### src/rtl/id_ex_stage.sv
// ID/EX pipeline register with load-use and branch-in-ID hazard detection.
// Define ID_EX_PERF_EN to build the stall-cycle counter behind stall_count.
module id_ex_stage #(
  parameter int DW = 32
) (
  input  logic          clk,
  input  logic          rst_n,
  input  logic          hold,
  input  logic          flush,
  input  logic          ID_valid,
  input  logic [4:0]    ID_rs,
  input  logic [4:0]    ID_rt,
  input  logic [4:0]    ID_RW,
  input  logic          ID_regwe,
  input  logic          ID_ramwe,
  input  logic          ID_memtoreg,
  input  logic          ID_branch,
  input  logic [3:0]    ID_aluop,
  input  logic [DW-1:0] ID_R1,
  input  logic [DW-1:0] ID_R2,
  input  logic [DW-1:0] ID_imm,
  input  logic [DW-1:0] ID_pc,
  input  logic [4:0]    MEM_RW,
  input  logic          MEM_memtoreg,
  output logic          EX_valid,
  output logic [4:0]    EX_rs,
  output logic [4:0]    EX_rt,
  output logic [4:0]    EX_RW,
  output logic          EX_regwe,
  output logic          EX_ramwe,
  output logic          EX_memtoreg,
  output logic [3:0]    EX_aluop,
  output logic [DW-1:0] EX_R1,
  output logic [DW-1:0] EX_R2,
  output logic [DW-1:0] EX_imm,
  output logic [DW-1:0] EX_pc,
  output logic          stall,
  output logic [31:0]   stall_count
);

  typedef struct packed {
    logic          valid;
    logic [4:0]    rs;
    logic [4:0]    rt;
    logic [4:0]    rw;
    logic          regwe;
    logic          ramwe;
    logic          memtoreg;
    logic [3:0]    aluop;
    logic [DW-1:0] r1;
    logic [DW-1:0] r2;
    logic [DW-1:0] imm;
    logic [DW-1:0] pc;
  } ex_t;

  ex_t  ex_q, ex_d;
  logic ex_match, mem_match, hazard;

  // $0 is never a real dependency, so a zero destination never matches.
  always_comb begin
    ex_match  = (ex_q.rw != 5'd0) && ((ex_q.rw == ID_rs) || (ex_q.rw == ID_rt));
    mem_match = (MEM_RW != 5'd0) && ((MEM_RW == ID_rs) || (MEM_RW == ID_rt));
    hazard    = ID_valid &&
                ((ex_q.memtoreg && ex_q.regwe && ex_match) ||
                 (ID_branch && ex_q.regwe && ex_match) ||
                 (ID_branch && MEM_memtoreg && mem_match));
    stall     = hazard && !flush && !hold;
  end

  always_comb begin
    ex_d = ex_q;
    if (!hold) begin
      if (flush || stall) begin
        ex_d = '0;
      end else begin
        ex_d.valid    = ID_valid;
        ex_d.rs       = ID_rs;
        ex_d.rt       = ID_rt;
        ex_d.rw       = ID_RW;
        ex_d.regwe    = ID_regwe && ID_valid;
        ex_d.ramwe    = ID_ramwe && ID_valid;
        ex_d.memtoreg = ID_memtoreg && ID_valid;
        ex_d.aluop    = ID_aluop;
        ex_d.r1       = ID_R1;
        ex_d.r2       = ID_R2;
        ex_d.imm      = ID_imm;
        ex_d.pc       = ID_pc;
      end
    end
  end

  always_ff @(posedge clk or negedge rst_n) begin
    if (!rst_n) begin
      ex_q <= '0;
    end else begin
      ex_q <= ex_d;
    end
  end

  assign EX_valid    = ex_q.valid;
  assign EX_rs       = ex_q.rs;
  assign EX_rt       = ex_q.rt;
  assign EX_RW       = ex_q.rw;
  assign EX_regwe    = ex_q.regwe;
  assign EX_ramwe    = ex_q.ramwe;
  assign EX_memtoreg = ex_q.memtoreg;
  assign EX_aluop    = ex_q.aluop;
  assign EX_R1       = ex_q.r1;
  assign EX_R2       = ex_q.r2;
  assign EX_imm      = ex_q.imm;
  assign EX_pc       = ex_q.pc;

`ifdef ID_EX_PERF_EN
  logic [31:0] stall_count_q, stall_count_d;

  // stall already excludes hold, so the count freezes with the pipeline.
  always_comb begin
    stall_count_d = stall ? stall_count_q + 32'd1 : stall_count_q;
  end

  always_ff @(posedge clk or negedge rst_n) begin
    if (!rst_n) begin
      stall_count_q <= '0;
    end else begin
      stall_count_q <= stall_count_d;
    end
  end

  assign stall_count = stall_count_q;
`else
  assign stall_count = '0;
`endif

endmodule

### config.mk
export PLATFORM = sky130hd
export DESIGN_NAME = id_ex_stage
export DESIGN_NICKNAME = d
export VERILOG_FILES = /design/src/rtl/id_ex_stage.sv
export SDC_FILE = /design/constraint.sdc
export NUM_CORES = 1
export LEC_CHECK = 0
export CAP_MARGIN = 5
export CORE_MARGIN = 1
export CORE_UTILIZATION = 42
export DETAILED_ROUTE_END_ITERATION = 16
export PLACE_DENSITY = 0.92
export SYNTH_ARGS = -nofsm -noshare
export SYNTH_HDL_FRONTEND = slang
export SYNTH_SLANG_ARGS = --single-unit
export TNS_END_PERCENT = 5
### constraint.sdc
create_clock -name clk -period 2.4 [get_ports clk]
set_input_delay 0.48 -clock clk [delete_from_list [all_inputs] [get_ports clk]]
set_output_delay 0.48 -clock clk [all_outputs]
set_load 0.05 [all_outputs]
==> run_1/logic_types.png <==
Scale bar: 50 um.
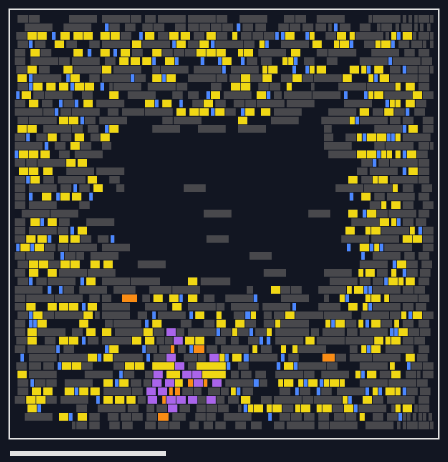
Key: XOR/XNOR gates = purple [cells 20, most used xor2_1, where bottom middle]; NAND gates = blue [cells 155, most used nand2_1, where widely spread]; inverting AOI/OAI gates = yellow [cells 303, most used a32oi_1, where widely spread]; NOR gates = orange [cells 10, most used nor2_1, where bottom middle]

==> run_1/congestion.png <==
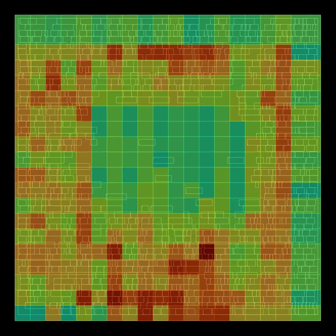
GR Util met2: 0.3825
grt peak-use layer: met2
routing usage on met3: 0.07542
routed len/inst: 17.85 um

==> run_1/sizes.png <==
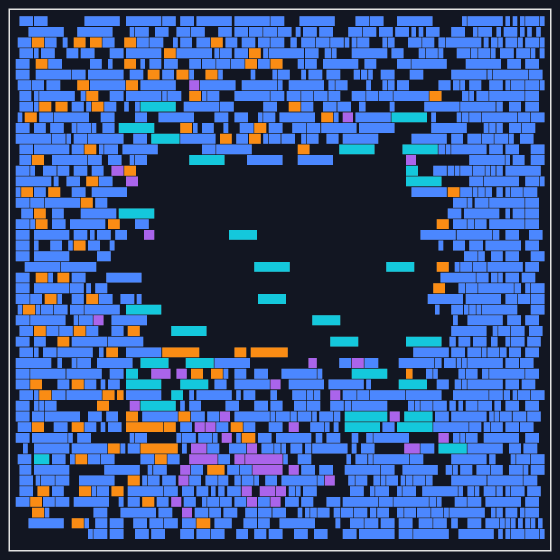
Key: _6 and larger = cyan [cells 34, share 3.2%]; _2 cells = orange [cells 89, share 8.5%]; _0 and _1 cells = blue [cells 891, share 85%]; _3 and _4 cells = purple [cells 39, share 3.7%]
bufs w/o clock: 347
Final Cell Area: 0.01157 mm2
final setup slack of the worst path: -76.75 ps

==> run_1/layer_met3.png <==
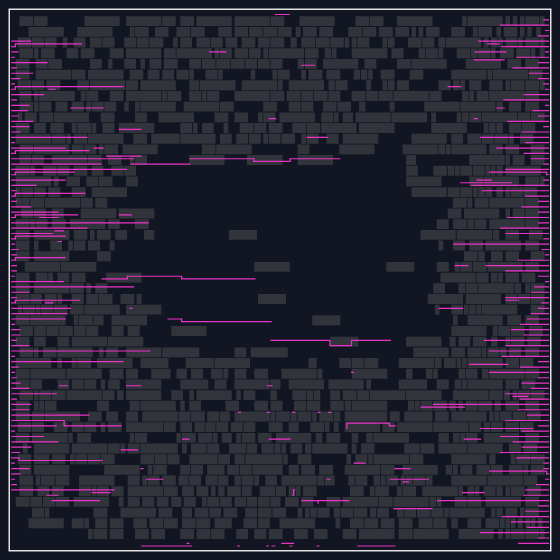
The wires run mostly horizontal. The layer carries 1980 um of wire. The longest straight run is 35.2 um.

==> flow_summary.json, run 1 <==
{
  "clk_latency_ps": 420,
  "setup_ws_ps": -76.75,
  "end_kind": "output port",
  "power_mw": 8.260,
  "critPathSlowestCell": "clkdlybuf4s50_1",
  "r2r_start": "EX_RW[4]",
  "combinationalPowerShare": 0.330,
  "yosysCellCount": 756,
  "cts-buffers-inserted": 17,
  "lay_top_count": "clkdlybuf4s50_1",
  "power_per_cell_area_mw_per_mm2": 713.9,
  "crit_cells": 7,
  "grt_antenna_before_repair": 0,
  "grt_pass1_vias": 6791,
  "cpPeakStageDelay_ps": 470,
  "top_layer_used": "met4",
  "path_buffers": 2,
  "cts_resized": 12,
  "max_freq_mhz": 403.8,
  "hold_violations": 0,
  "ys_sh_mux": 0,
  "final_cell_count_no_fill": 1282,
  "clk_path_buf_depth": 2,
  "layout_top_cells": "clkdlybuf4s50_1 (304), nand2_1 (152), dfrtp_1 (147), a32oi_1 (147), o21ai_2 (80)",
  "yosys_warnings": 0,
  "finish.utilization": 0.6441,
  "finalClockSkew_ps": 13.01,
  "synth-async-reset-ratio": 1.000,
  "warnings": 34,
  "fin_crit_sh": 1.032,
  "aoi_share": 0.3121,
  "vias": 7217,
  "met3RoutedLength_um": 1979,
  "worstPathArrival_ps": 2000,
  "postCtsHoldBufs": 0,
  "synth-edff-count": 0,
  "syn-instance-count": 756,
  "drtIter0Drc": 395,
  "synth.logic.top_family": "AND-OR/OR-AND gates",
  "internal-power_mw": 5.219,
  "drive_gt1_frac": 0.1538,
  "logic_area_mm2": 0.003405,
  "nWellTaps": 229,
  "grt_pass1_wl_um": 34960,
  "worst_hold_path_type": "input port to asynchronous set/reset pin",
  "cp_max_fo": 3,
  "path_clk_slew_ps": 70,
  "rsz0062_at_grt": "yes",
  "antenna_cells": 0,
  "xor_area_frac": 0.02272,
  "die-width_um": 137.5,
  "clk_share": 0.04801,
  "grt_util_met1": 0.2922,
  "r2r_setup_slack_ps": 380,
  "top_cell_area_share": 0.4901,
  "crit_path_end": "stall",
  "area_share_nonclk_buffers": 0.3055,
  "fin_setup_tns_ps": -76.75,
  "root_buffer": "clkbuf_16",
  "cp-start-kind": "input port",
  "cts_sinks": 151,
  "globalplace.congestion": 0.8394,
  "syn_to_final_growth_pct": 50.08,
  "synth_area_mm2": 0.007710,
  "post_dp_cell_area_mm2": 0.01095,
  "most_common_cell": "nand2_1",
  "ff_type": "dfrtp_1",
  "ys_seq_frac": 0.4901,
  "p_clk_mw": 2.54,
  "criticalPathCategory": "input port to output port",
  "ys_types": 22,
  "failed_checks": "setup timing",
  "drc": 0,
  "seq_area_mm2": 0.003784,
  "cts_tree": "yes",
  "h-tree-depth": 4,
  "final_nets": 1202,
  "seqPwrFrac": 0.363,
  "power.leakage_nw": 4.547,
  "yosys.area.top_type": "dfrtp_1",
  "met2WireLength_um": 11400,
  "max_slew_margin": 0.5356,
  "synth-seq-cells": 151,
  "worst_r2r_path_depth": 8,
  "floorplan.core_util": 0.4292,
  "dominant_cells": "sequential cells",
  "fillers": 1392,
  "nNonClkInverters": 1,
  "status": "complete, but fails checks",
  "reg2reg_to": "EX_R2[21]",
  "pg_comb_mw": 2.72,
  "postCtsSetupBuffers": 3,
  "simple_gate_area_frac": 0.08455,
  "num_rows": 49,
  "setup_viol_count_final": 1,
  "synthAdderAreaFrac": 0,
  "place_hpwl_um": 15410,
  "port_buffers": 313,
  "seq_cells": 151,
  "slew_viol_final": 0,
  "dpl.cell_count": 1247,
  "power.share.switching": 0.3682,
  "worstPathCellList": "clkdlybuf4s50_1 > xor2_1 > nor3_2 > a22oi_2 > o22ai_4 > nor2b_4 > buf_12",
  "grt_max_degree": 152,
  "synth.cells.most_frequent": "nand2_1 (152), dfrtp_1 (151), a32oi_1 (147)",
  "synth-area-yosys_mm2": 0.007710,
  "grt_overflow": 0,
  "dr.pass1.iters": 5
}
==> run 2: changes to the inputs <==
- SLEW_MARGIN: default -> 5
==> run_2/sizes.png <==
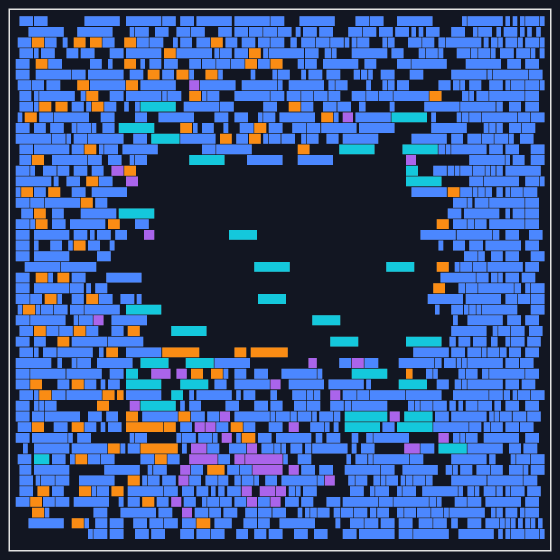
Key: _0 and _1 cells = blue [cells 891, share 85%]; _6 and larger = cyan [cells 34, share 3.2%]; _3 and _4 cells = purple [cells 39, share 3.7%]; _2 cells = orange [cells 89, share 8.5%]
Syn-to-layout area delta: 50.08%

==> flow_summary.json, run 2 <==
{
  "status": "complete, but fails checks",
  "failed_checks": "setup timing",
  "synth-edff-count": 0,
  "clk_latency_ps": 420,
  "layout_top_cells": "clkdlybuf4s50_1 (304), nand2_1 (152), dfrtp_1 (147), a32oi_1 (147), o21ai_2 (80)",
  "synth-async-reset-ratio": 1.000,
  "cts_sinks": 151,
  "antenna_cells": 0,
  "crit_path_end": "stall",
  "criticalPathCategory": "input port to output port",
  "ys_types": 22,
  "nNonClkInverters": 1,
  "cp_max_fo": 3,
  "seq_cells": 151,
  "worst_r2r_path_depth": 8,
  "finish.utilization": 0.6441,
  "aoi_share": 0.3121,
  "crit_cells": 7,
  "synth-area-yosys_mm2": 0.007710,
  "seqPwrFrac": 0.363,
  "p_clk_mw": 2.54,
  "globalplace.congestion": 0.8394,
  "grt-busiest-layer": "met2",
  "finalClockSkew_ps": 13.01,
  "yosys_warnings": 0,
  "ff_type": "dfrtp_1",
  "grt_antenna_before_repair": 0,
  "place_hpwl_um": 15410,
  "final_area_mm2": 0.01157,
  "warnings": 34,
  "grt_max_degree": 152,
  "lay_top_count": "clkdlybuf4s50_1",
  "critPathSlowestCell": "clkdlybuf4s50_1",
  "worst_hold_path_type": "input port to asynchronous set/reset pin",
  "grt_util_met1": 0.2922,
  "synthAdderAreaFrac": 0,
  "cts-buffers-inserted": 17,
  "setup_viol_count_final": 1,
  "power_per_cell_area_mw_per_mm2": 713.9,
  "final_nets": 1202,
  "pg_comb_mw": 2.72,
  "port_buffers": 313,
  "power.leakage_nw": 4.547,
  "num_rows": 49,
  "synth.cells.most_frequent": "nand2_1 (152), dfrtp_1 (151), a32oi_1 (147)",
  "cts_tree": "yes",
  "logic_area_mm2": 0.003405,
  "hold_violations": 0,
  "post_dp_cell_area_mm2": 0.01095,
  "internal-power_mw": 5.219,
  "xor_area_frac": 0.02272,
  "end_kind": "output port",
  "synth-seq-cells": 151,
  "setup_ws_ps": -76.75,
  "r2r_start": "EX_RW[4]",
  "cpPeakStageDelay_ps": 470,
  "drtIter0Drc": 395,
  "yosys.area.top_type": "dfrtp_1",
  "postCtsSetupBuffers": 3,
  "power_mw": 8.260,
  "worstPathArrival_ps": 2000,
  "dpl.cell_count": 1247,
  "root_buffer": "clkbuf_16",
  "cp-start-kind": "input port",
  "drc": 0,
  "simple_gate_area_frac": 0.08455,
  "fin_crit_sh": 1.032,
  "rsz0062_at_grt": "yes",
  "cts_resized": 12,
  "grt_pass1_wl_um": 34960,
  "wl_per_cell_um": 17.85,
  "synth.logic.top_family": "AND-OR/OR-AND gates",
  "top_layer_used": "met4",
  "path_clk_slew_ps": 70,
  "fillers": 1392,
  "max_freq_mhz": 403.8,
  "dr.pass1.iters": 5,
  "nWellTaps": 229,
  "r2r_setup_slack_ps": 380,
  "grt_pass1_vias": 6791,
  "h-tree-depth": 4,
  "syn-instance-count": 756,
  "grtUsageMet2": 0.3825,
  "met3RoutedLength_um": 1979
}
